--- src/rtl/jtag_resp_pkg.sv ---
// jtag_resp_pkg: shared FSM state and register field offsets for the JTAG ER1/ER2 responder.
package jtag_resp_pkg;
    typedef enum logic {IDLE, REQ} state_t;
    localparam int STAT_BUSY = 0;
    localparam int STAT_OVR  = 1;
    localparam int RDATA_LSB = 2;
    localparam int ER2_W     = 16;
endpackage

--- src/rtl/jtag_sync_edge.sv ---
// jtag_sync_edge: 3-flop synchronizer for one TAP strobe, with level output and single-cycle rise pulse.
module jtag_sync_edge (
    input  logic clk,
    input  logic rst,
    input  logic d,
    output logic q,
    output logic rise
);
    logic [2:0] s;
    always_ff @(posedge clk or posedge rst)
        if (rst) s <= '0;
        else     s <= {s[1:0], d};
    assign q    = s[1];
    assign rise = s[1] & ~s[2];
endmodule

--- src/rtl/jtag_er1_responder.sv ---
// jtag_er1_responder: ER1 shift register bridging JTAG user-register scans to single-beat bus requests.
// Optional 16-bit read-only ER2 status register enabled by defining JTAG_ER2_STATUS_EN.
module jtag_er1_responder #(
    parameter int ADDR_W = 8,
    parameter int DATA_W = 8,
    localparam int DR_W  = 1 + ADDR_W + DATA_W
) (
    input  logic              clk_i,
    input  logic              rst_i,
    input  logic              jtck_i,
    input  logic              jtdi_i,
    input  logic              jshift_i,
    input  logic              jupdate_i,
    input  logic              jrstn_i,
    input  logic              jce1_i,
    input  logic              jce2_i,
    output logic              jtdo1_o,
    output logic              jtdo2_o,
    output logic              req_o,
    output logic              we_o,
    output logic [ADDR_W-1:0] addr_o,
    output logic [DATA_W-1:0] wdata_o,
    input  logic              ack_i,
    input  logic [DATA_W-1:0] rdata_i
);
    import jtag_resp_pkg::*;

    logic tck_r, upd_r, tdi, shift, trst_n, ce1, ce2;
    jtag_sync_edge u_tck (.clk(clk_i), .rst(rst_i), .d(jtck_i),    .q(),       .rise(tck_r));
    jtag_sync_edge u_upd (.clk(clk_i), .rst(rst_i), .d(jupdate_i), .q(),       .rise(upd_r));
    jtag_sync_edge u_tdi (.clk(clk_i), .rst(rst_i), .d(jtdi_i),    .q(tdi),    .rise());
    jtag_sync_edge u_sh  (.clk(clk_i), .rst(rst_i), .d(jshift_i),  .q(shift),  .rise());
    jtag_sync_edge u_rst (.clk(clk_i), .rst(rst_i), .d(jrstn_i),   .q(trst_n), .rise());
    jtag_sync_edge u_ce1 (.clk(clk_i), .rst(rst_i), .d(jce1_i),    .q(ce1),    .rise());
    jtag_sync_edge u_ce2 (.clk(clk_i), .rst(rst_i), .d(jce2_i),    .q(ce2),    .rise());

    state_t            state, state_nxt;
    logic [DR_W-1:0]   sr, cap_v;
    logic [DATA_W-1:0] rdata_q;
    logic              ovr, er1_sel, upd, busy, done, accept, cap1, sh1;

    assign busy   = state != IDLE;
    assign done   = busy & ack_i;
    assign accept = upd & (~busy | ack_i);
    assign cap1   = tck_r & ce1 & ~shift;
    assign sh1    = tck_r & ce1 & shift;

    always_comb begin
        cap_v                       = '0;
        cap_v[STAT_BUSY]            = busy;
        cap_v[STAT_OVR]             = ovr;
        cap_v[RDATA_LSB +: DATA_W]  = rdata_q;
    end

    always_ff @(posedge clk_i or posedge rst_i)
        if (rst_i) state <= IDLE;
        else       state <= state_nxt;

    // An update coinciding with ack starts the next command instead of dropping it.
    always_comb state_nxt = busy ? ((ack_i & ~upd) ? IDLE : REQ) : (upd ? REQ : IDLE);

    always_comb req_o = busy;

    always_ff @(posedge clk_i or posedge rst_i)
        if (rst_i) begin
            sr                      <= '0;
            ovr                     <= 1'b0;
            rdata_q                 <= '0;
            er1_sel                 <= 1'b0;
            upd                     <= 1'b0;
            jtdo1_o                 <= 1'b0;
            {we_o, addr_o, wdata_o} <= '0;
        end else begin
            upd     <= upd_r & er1_sel;
            jtdo1_o <= sr[0];
            if (tck_r & ~shift & (ce1 | ce2)) er1_sel <= ce1;
            if (!trst_n)   sr <= '0;
            else if (cap1) sr <= cap_v;
            else if (sh1)  sr <= {tdi, sr[DR_W-1:1]};
            if (!trst_n || cap1)        ovr <= 1'b0;
            else if (upd & busy & ~ack_i) ovr <= 1'b1;
            if (accept) {we_o, addr_o, wdata_o} <= sr;
            if (done & ~we_o) rdata_q <= rdata_i;
        end

`ifdef JTAG_ER2_STATUS_EN
    logic [ER2_W-1:0] sr2;
    logic [7:0]       txn;
    always_ff @(posedge clk_i or posedge rst_i)
        if (rst_i) begin
            sr2     <= '0;
            txn     <= '0;
            jtdo2_o <= 1'b0;
        end else begin
            if (done) txn <= txn + 8'd1;
            if (tck_r & ce2 & ~shift)     sr2 <= {txn, 6'd0, ovr, busy};
            else if (tck_r & ce2 & shift) sr2 <= {tdi, sr2[ER2_W-1:1]};
            jtdo2_o <= sr2[0];
        end
`else
    assign jtdo2_o = 1'b0;
`endif
endmodule

--- config.mk ---
export PLATFORM = sky130hd
export DESIGN_NAME = jtag_er1_responder
export DESIGN_NICKNAME = d
export VERILOG_FILES = /design/src/rtl/jtag_resp_pkg.sv /design/src/rtl/jtag_sync_edge.sv /design/src/rtl/jtag_er1_responder.sv
export SDC_FILE = /design/constraint.sdc
export NUM_CORES = 1
export LEC_CHECK = 0
export ABC_AREA = 1
export CELL_PAD_IN_SITES_DETAIL_PLACEMENT = 1
export CELL_PAD_IN_SITES_GLOBAL_PLACEMENT = 1
export CORE_MARGIN = 2
export CORE_UTILIZATION = 47
export DETAILED_ROUTE_END_ITERATION = 8
export DONT_BUFFER_PORTS = 1
export PLACE_DENSITY = 0.81
export SYNTH_ARGS = -nofsm -noshare
export SYNTH_HDL_FRONTEND = slang
export SYNTH_SLANG_ARGS = --single-unit
--- constraint.sdc ---
create_clock -name clk_i -period 2.35 [get_ports clk_i]
set_input_delay 0.47 -clock clk_i [delete_from_list [all_inputs] [get_ports clk_i]]
set_output_delay 0.47 -clock clk_i [all_outputs]
set_load 0.02 [all_outputs]
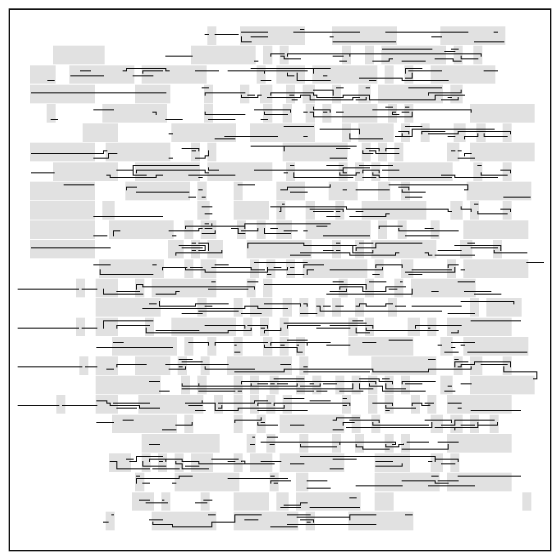
Fig. 1. Metal 1.
share of all routed wire: 46%
nets with wire on the layer: 243
wire length on this layer: 2060 µm
longest straight run: 27.1 µm
main direction: horizontal

==> summary.rpt <==
==== FLOW RESULTS ====
----------------------------------------------------
[Cells and area]
  Final-layout clock buffer total ........................ 10
  Register ranked first by flip-flop count ........................ sr
  Commonest cells after routing, fill and taps aside ........................ 99 x sky130_fd_sc_hd__nand2_1, 63 x sky130_fd_sc_hd__dfrtp_1, 22 x sky130_fd_sc_hd__nor2_1
  Most instantiated logic cell after routing ........................ sky130_fd_sc_hd__nand2_1
  FF+latch count ........................ 63
  Relative area of non-clock buffer cells in the final design ........................ 1.130%
  Number of filler instances in the final layout ........................ 596
  Multi-input comb cells ........................ 156

[Routing]
  Number of routed nets with antenna violations ........................ 0
  Detail-routed net length per standard cell ........................ 13.59 µm
  Highest signal layer in the routed design ........................ met4
  Residual DRC ........................ 0

[Floorplan]
  Row count ........................ 26
  Total die area ........................ 5727 µm²
  Well-tap cell count ........................ 70

[Critical path]
  Internal reg-to-reg setup slack ........................ 0.85 ns
  First element of the critical path ........................ u_sh.s[1]
  Capturing instance or port of the critical path ........................ sr[9]
  CP Class ........................ flip-flop to flip-flop
  CP cell instances ........................ inv_1 -> nand4_1 -> nand2_1 -> nand2_1 -> nand2_1
  Crit path max-delay family ........................ simple AND/OR/NAND/NOR gates
  Crit-path most repeated cell ........................ sky130_fd_sc_hd__nand2_1

[Final timing]
  Smallest hold slack ........................ 0.1533 ns
  Worst Slack Setup Final ........................ 0.8520 ns
  Final setup fails ........................ 0
  Upper clock frequency limit ........................ 0.6675 GHz
  RSZ-0062 raised after global routing ........................ false
  Max Transition Viols Final ........................ 0
  Setup skew after layout ........................ 0.01344 ns
  Worst slew margin ........................ 63.64%

[Pwr]
  Power drawn by the combinational cells ........................ 0.000173 W
  Leakage power ........................ 1.435 nW
  Reg power frac ........................ 53.2%
  Internal power ........................ 0.001704 W
  Max IR drop VDD ........................ 0.4259 mV
  Power drawn by the sequential cells ........................ 0.00122 W

[Logic synthesis]
  Share of the synthesized area in the top cell type ........................ 65.28%
  Cell with the most instances after synthesis ........................ sky130_fd_sc_hd__nand2_1
  Top cells by area in the synthesized netlist ........................ sky130_fd_sc_hd__dfrtp_1 65%, sky130_fd_sc_hd__nand2_1 15%, sky130_fd_sc_hd__inv_1 3.4%
  Number of cell instances after yosys synthesis ........................ 252
  Synthesized netlist cell count ........................ 252
  Leading area contributor after synthesis ........................ sky130_fd_sc_hd__dfrtp_1
  Number of warnings issued by yosys ........................ 0
  Adder-Cell Fraction of Synth Area ........................ 0%
  Post-synthesis share of cell area spent on xor and xnor gates ........................ 0%
  Yosys synthesis chip area ........................ 2415 µm²

[Global routing]
  Routing usage on met2 ........................ 25.60%
  Global-route wire length before repair ........................ 7.148 mm
  Total Routing Usage GR ........................ 17.64%
  Pin count of the biggest net entering global routing ........................ 58
  GR met1 Demand/Resource ........................ 23.52%

[Min path]
  Startpoint of the most critical hold path ........................ jce2_i
  Hold-critical path depth ........................ 0

[Clock network]
  Number of hold-repair buffers added at the cts stage ........................ 1
  Buffers inserted by post-CTS timing repair ........................ 0
  Sink Count ........................ 63
  Max Root-Sink Buffers ........................ 2
  Clock transition at path regs ........................ 0.07 ns
  Number of buffers added by the clock tree synthesis step ........................ 9

[Placed design]
  Post-DP HPWL ........................ 2.854 mm

[Status]
  Run status ........................ complete, no violations

[Job]
  Count of maximum capacitance violations ........................ 0

----------------------------------------------------
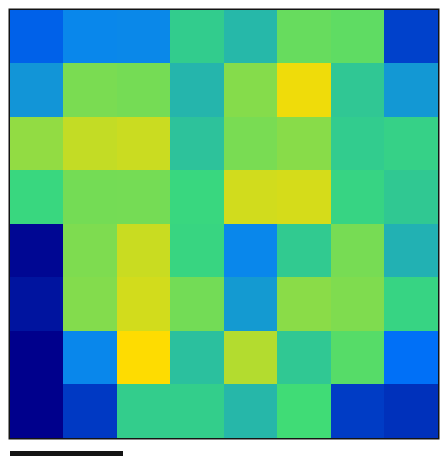
Fig. 2. Cell area per tile.
Scale bar: 20 µm. The die is cut into 8 by 8 equal tiles; dark blue is low, red is high, 0 to 100% covered.
mean over tiles: 45%
fullest tile: 75%
emptiest ninth of the die: south-west
nearly empty tiles: 4.7%
Pre-Place Util: 47.89%
Final Util: 52.68%

Power figures rest on the tool's default switching activity, not on a simulated workload.
